Fig. 1: clock network drawn from the DEF
Drawn at 8 px/um.
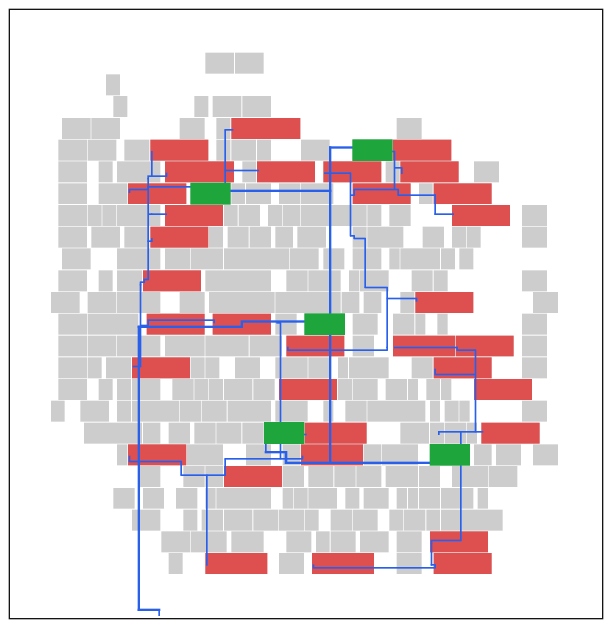
Fig. 2: signal wires by layer
Drawn at 8 px/um. Only two layers are drawn.
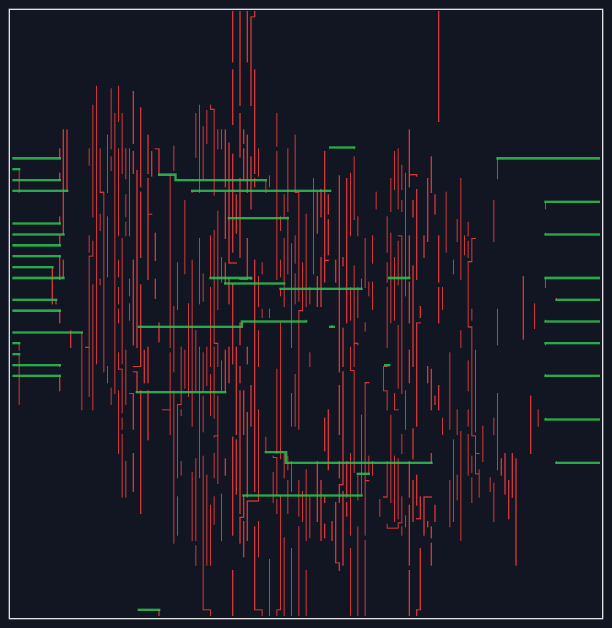
Fig. 3: floorplan with the power grid
Drawn at 6 px/um. Pins as bars on the die edge.
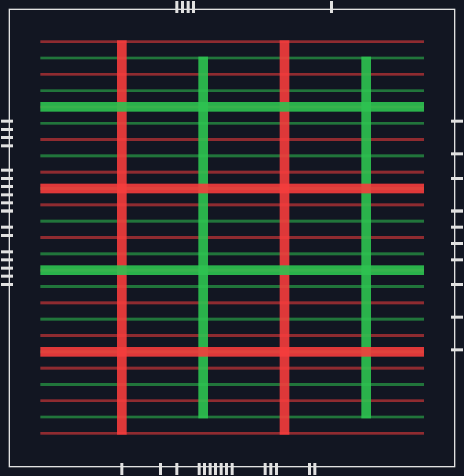
Fig. 4: congestion heat map
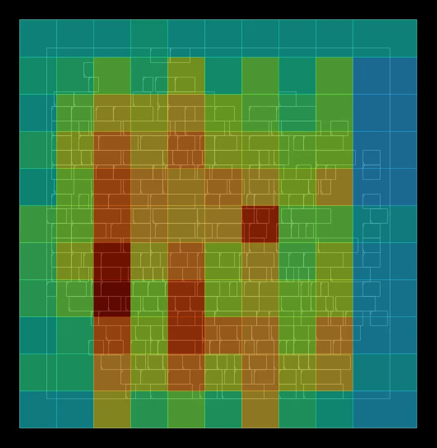
Fig. 5: cell density map
Drawn at 4 px/um. 7 x 8 tiles, from white (low) to dark blue (high), 0 to 100% covered.
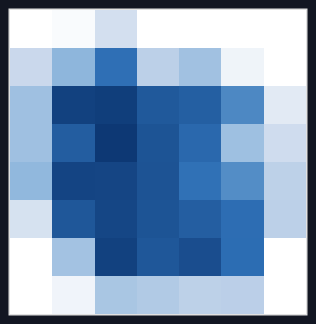
$ cat config.mk
export PLATFORM = sky130hd
export DESIGN_NAME = shift_arbiter
export DESIGN_NICKNAME = d
export VERILOG_FILES = /design/src/rtl/shift_arbiter.sv
export SDC_FILE = /design/constraint.sdc
export NUM_CORES = 1
export LEC_CHECK = 0
export ABC_AREA = 0
export CAP_MARGIN = 20
export CORE_AREA = 5 5 69 71
export CTS_CLUSTER_DIAMETER = 100
export DETAILED_ROUTE_END_ITERATION = 10
export DIE_AREA = 0 0 74 76
export PLACE_DENSITY = 0.8
export SLEW_MARGIN = 10
export SYNTH_ARGS = -nofsm -noshare
export SYNTH_HDL_FRONTEND = slang
export SYNTH_SLANG_ARGS = --single-unit
$ cat constraint.sdc
create_clock -name clk -period 1.36 [get_ports clk]
set_input_delay 0.272 -clock clk [delete_from_list [all_inputs] [get_ports clk]]
set_output_delay 0.272 -clock clk [all_outputs]
set_load 0.01 [all_outputs]
$ cat src/rtl/shift_arbiter.sv
// Two-requester round-robin front end sharing one 8-bit logical left shifter.
// Each operation is IDLE (grant/capture) -> SHIFT (register result) -> DONE (hold until consumed).
module shift_arbiter (
    input  logic       clk,
    input  logic       rst_n,
    input  logic       req0_valid,
    input  logic [7:0] req0_data,
    input  logic [2:0] req0_shamt,
    output logic       req0_ready,
    input  logic       req1_valid,
    input  logic [7:0] req1_data,
    input  logic [2:0] req1_shamt,
    output logic       req1_ready,
    output logic       res_valid,
    output logic [7:0] res_data,
    output logic       res_id,
    input  logic       res_ready,
    output logic [7:0] op_count
);

    localparam int unsigned DATA_W  = 8;
    localparam int unsigned SHAMT_W = 3;

    typedef enum logic [1:0] {
        IDLE  = 2'd0,
        SHIFT = 2'd1,
        DONE  = 2'd2
    } state_t;

    state_t              state;
    state_t              state_nx;
    logic                grant0;
    logic                grant1;
    logic                last_grant;
    logic [DATA_W-1:0]   cap_data;
    logic [SHAMT_W-1:0]  cap_shamt;
    logic                cap_id;
    logic [DATA_W-1:0]   shifted;

    // Next state and round-robin grant; a grant is only ever issued to a valid requester.
    always_comb begin
        state_nx = state;
        grant0   = 1'b0;
        grant1   = 1'b0;
        case (state)
            IDLE: begin
                if (req0_valid && (!req1_valid || last_grant)) begin
                    grant0 = 1'b1;
                end else if (req1_valid) begin
                    grant1 = 1'b1;
                end
                if (req0_valid || req1_valid) begin
                    state_nx = SHIFT;
                end
            end
            SHIFT:   state_nx = DONE;
            DONE:    if (res_ready) state_nx = IDLE;
            default: state_nx = IDLE;
        endcase
    end

    // Readies are forced low while reset is asserted.
    assign req0_ready = grant0 & rst_n;
    assign req1_ready = grant1 & rst_n;

    assign shifted = DATA_W'(cap_data << cap_shamt);

    always_ff @(posedge clk) begin
        if (!rst_n) begin
            state <= IDLE;
        end else begin
            state <= state_nx;
        end
    end

    // Operand capture and last-grant pointer, both advanced only on an accepted transfer.
    always_ff @(posedge clk) begin
        if (!rst_n) begin
            last_grant <= 1'b1;
            cap_data   <= '0;
            cap_shamt  <= '0;
            cap_id     <= 1'b0;
        end else if (grant0) begin
            last_grant <= 1'b0;
            cap_data   <= req0_data;
            cap_shamt  <= req0_shamt;
            cap_id     <= 1'b0;
        end else if (grant1) begin
            last_grant <= 1'b1;
            cap_data   <= req1_data;
            cap_shamt  <= req1_shamt;
            cap_id     <= 1'b1;
        end
    end

    // Result register: loaded in SHIFT, held through DONE until the consumer takes it.
    always_ff @(posedge clk) begin
        if (!rst_n) begin
            res_valid <= 1'b0;
            res_data  <= '0;
            res_id    <= 1'b0;
            op_count  <= '0;
        end else if (state == SHIFT) begin
            res_valid <= 1'b1;
            res_data  <= shifted;
            res_id    <= cap_id;
        end else if (state == DONE && res_ready) begin
            res_valid <= 1'b0;
            op_count  <= op_count + 8'd1;
        end
    end

endmodule

==> Slide: Implementation Results <==
Implementation Results

Outcome
  • Status: finished, violations left
  • Failing checks: setup timing

Detailed routing
  • Metal3 WL: 296 um
  • Uppermost layer routed: met4
  • Initial DRC Count: between 100 and 150
  • DR vias: 1718
  • Final WL: slightly below 5 mm
  • First drt pass iteration count: 4
  • Met2 WL: roughly 2.4 mm

Synth
  • Count leader, synth: dfxtp_1
  • Comb area leader: AND-OR/OR-AND gates
  • Post-Synthesis Cells: between 150 and 200
  • Xor+xnor area frac: 0.0105
  • Unique cell types: approximately 40
  • Synth Flop Type: dfxtp_1
  • Synth Warn #: 0
  • Async S/R FF share, synth: 0
  • Yosys stat area: 0.00167 mm^2
  • Sequential area share after synthesis: 0.396
  • Avg Inst Size Synth: between 9 and 10 um^2
  • Area leader share: 0.396

Critical path
  • R2r setup slk: -30 ps
  • Type of origin of the critical path: flop
  • CP bufs+invs: 1
  • R2r endpoint: op_count[3]$_SDFFE_PN0P_
  • CP Depth: 3
  • R2r startpoint: state[0]$_SDFFE_PN0P_
  • Crit end category: output port
  • Worst path cell trace: or3b_4, nor3_4, buf_2

Run
  • MaxCap Viol Count: 0
  • Tally of OpenROAD warnings: 29

Die
  • Die W: 74 um
  • Die area: between 0.005 and 0.006 mm^2
  • Fp_density: 0.400
  • Vert. Die Dim: between 70 and 80 um

Clocking
  • CTS clk-pin slew, worst paths: ~70 ps
  • CTS sink cnt: 33

STA
  • Worst slew margin: 0.771
  • Post-route setup slack: -188 ps
  • Setup Skew: approximately 3.2 ps
  • Final setup fails: 8
  • Final setup TNS: -426 ps
  • Slew Viols, Final: 0

Global route
  • Global routing usage on met3: 0.0435
  • Most used routing layer: met2
  • Number of global-route vias before repair: 1592
  • Total Routing Usage GR: 0.169
  • First-pass GRT wire length: around 7.5 mm

Hold path
  • Hold_sp: req1_valid
  • Worst Hold End: last_grant$_SDFFE_PN1P_
  • Worst hold path class: in2reg

Power and ir drop
  • Clock power frac: 0.275
  • Final Power: about 2.6 mW
  • Combinational fraction of design power: 0.293

Cells and area
  • Final Util: 0.640
  • Clkbuf count: 5
  • Post-Layout Cell Count: between 300 and 400
  • Max-area cell class: logic gates
  • Share of layout cells above drive strength 1: 0.371
  • Comb/total area: 0.422
  • Non-CTS buffers: approximately 78
  • Largest regs: cap_data (8), op_count (8), res_data (8)
  • Comb gate area: roughly 0.0011 mm^2

Place
  • Final HPWL DP: 3.28 mm
## Picture notes: Fig. 1
Key: flip-flops = red [count 33]; cells driving clock nets = green [count 5]; clock wires = blue [length 414 um]
There are 6 routed clock nets.

## Picture notes: Fig. 2
Key: met2 = red [wire length 2390 um]; met3 = green [wire length 296 um]

## Picture notes: Fig. 3
Key: VSS = red; VDD = green
25 met1 rails follow the rows. 4 straps on met4. 4 straps on met5. The core has 24 rows.

## Picture notes: Fig. 4
GRT met1 Usage: 0.225
WL per Instance: 15.7 um

## Picture notes: Fig. 5
18% of the tiles are nearly empty. 36% of the tiles are over 75% full. The mean over all tiles is 46%. The emptiest ninth of the die: top right. The densest ninth of the die: middle.

No activity file was given, so power comes from the tool's default toggle rates.
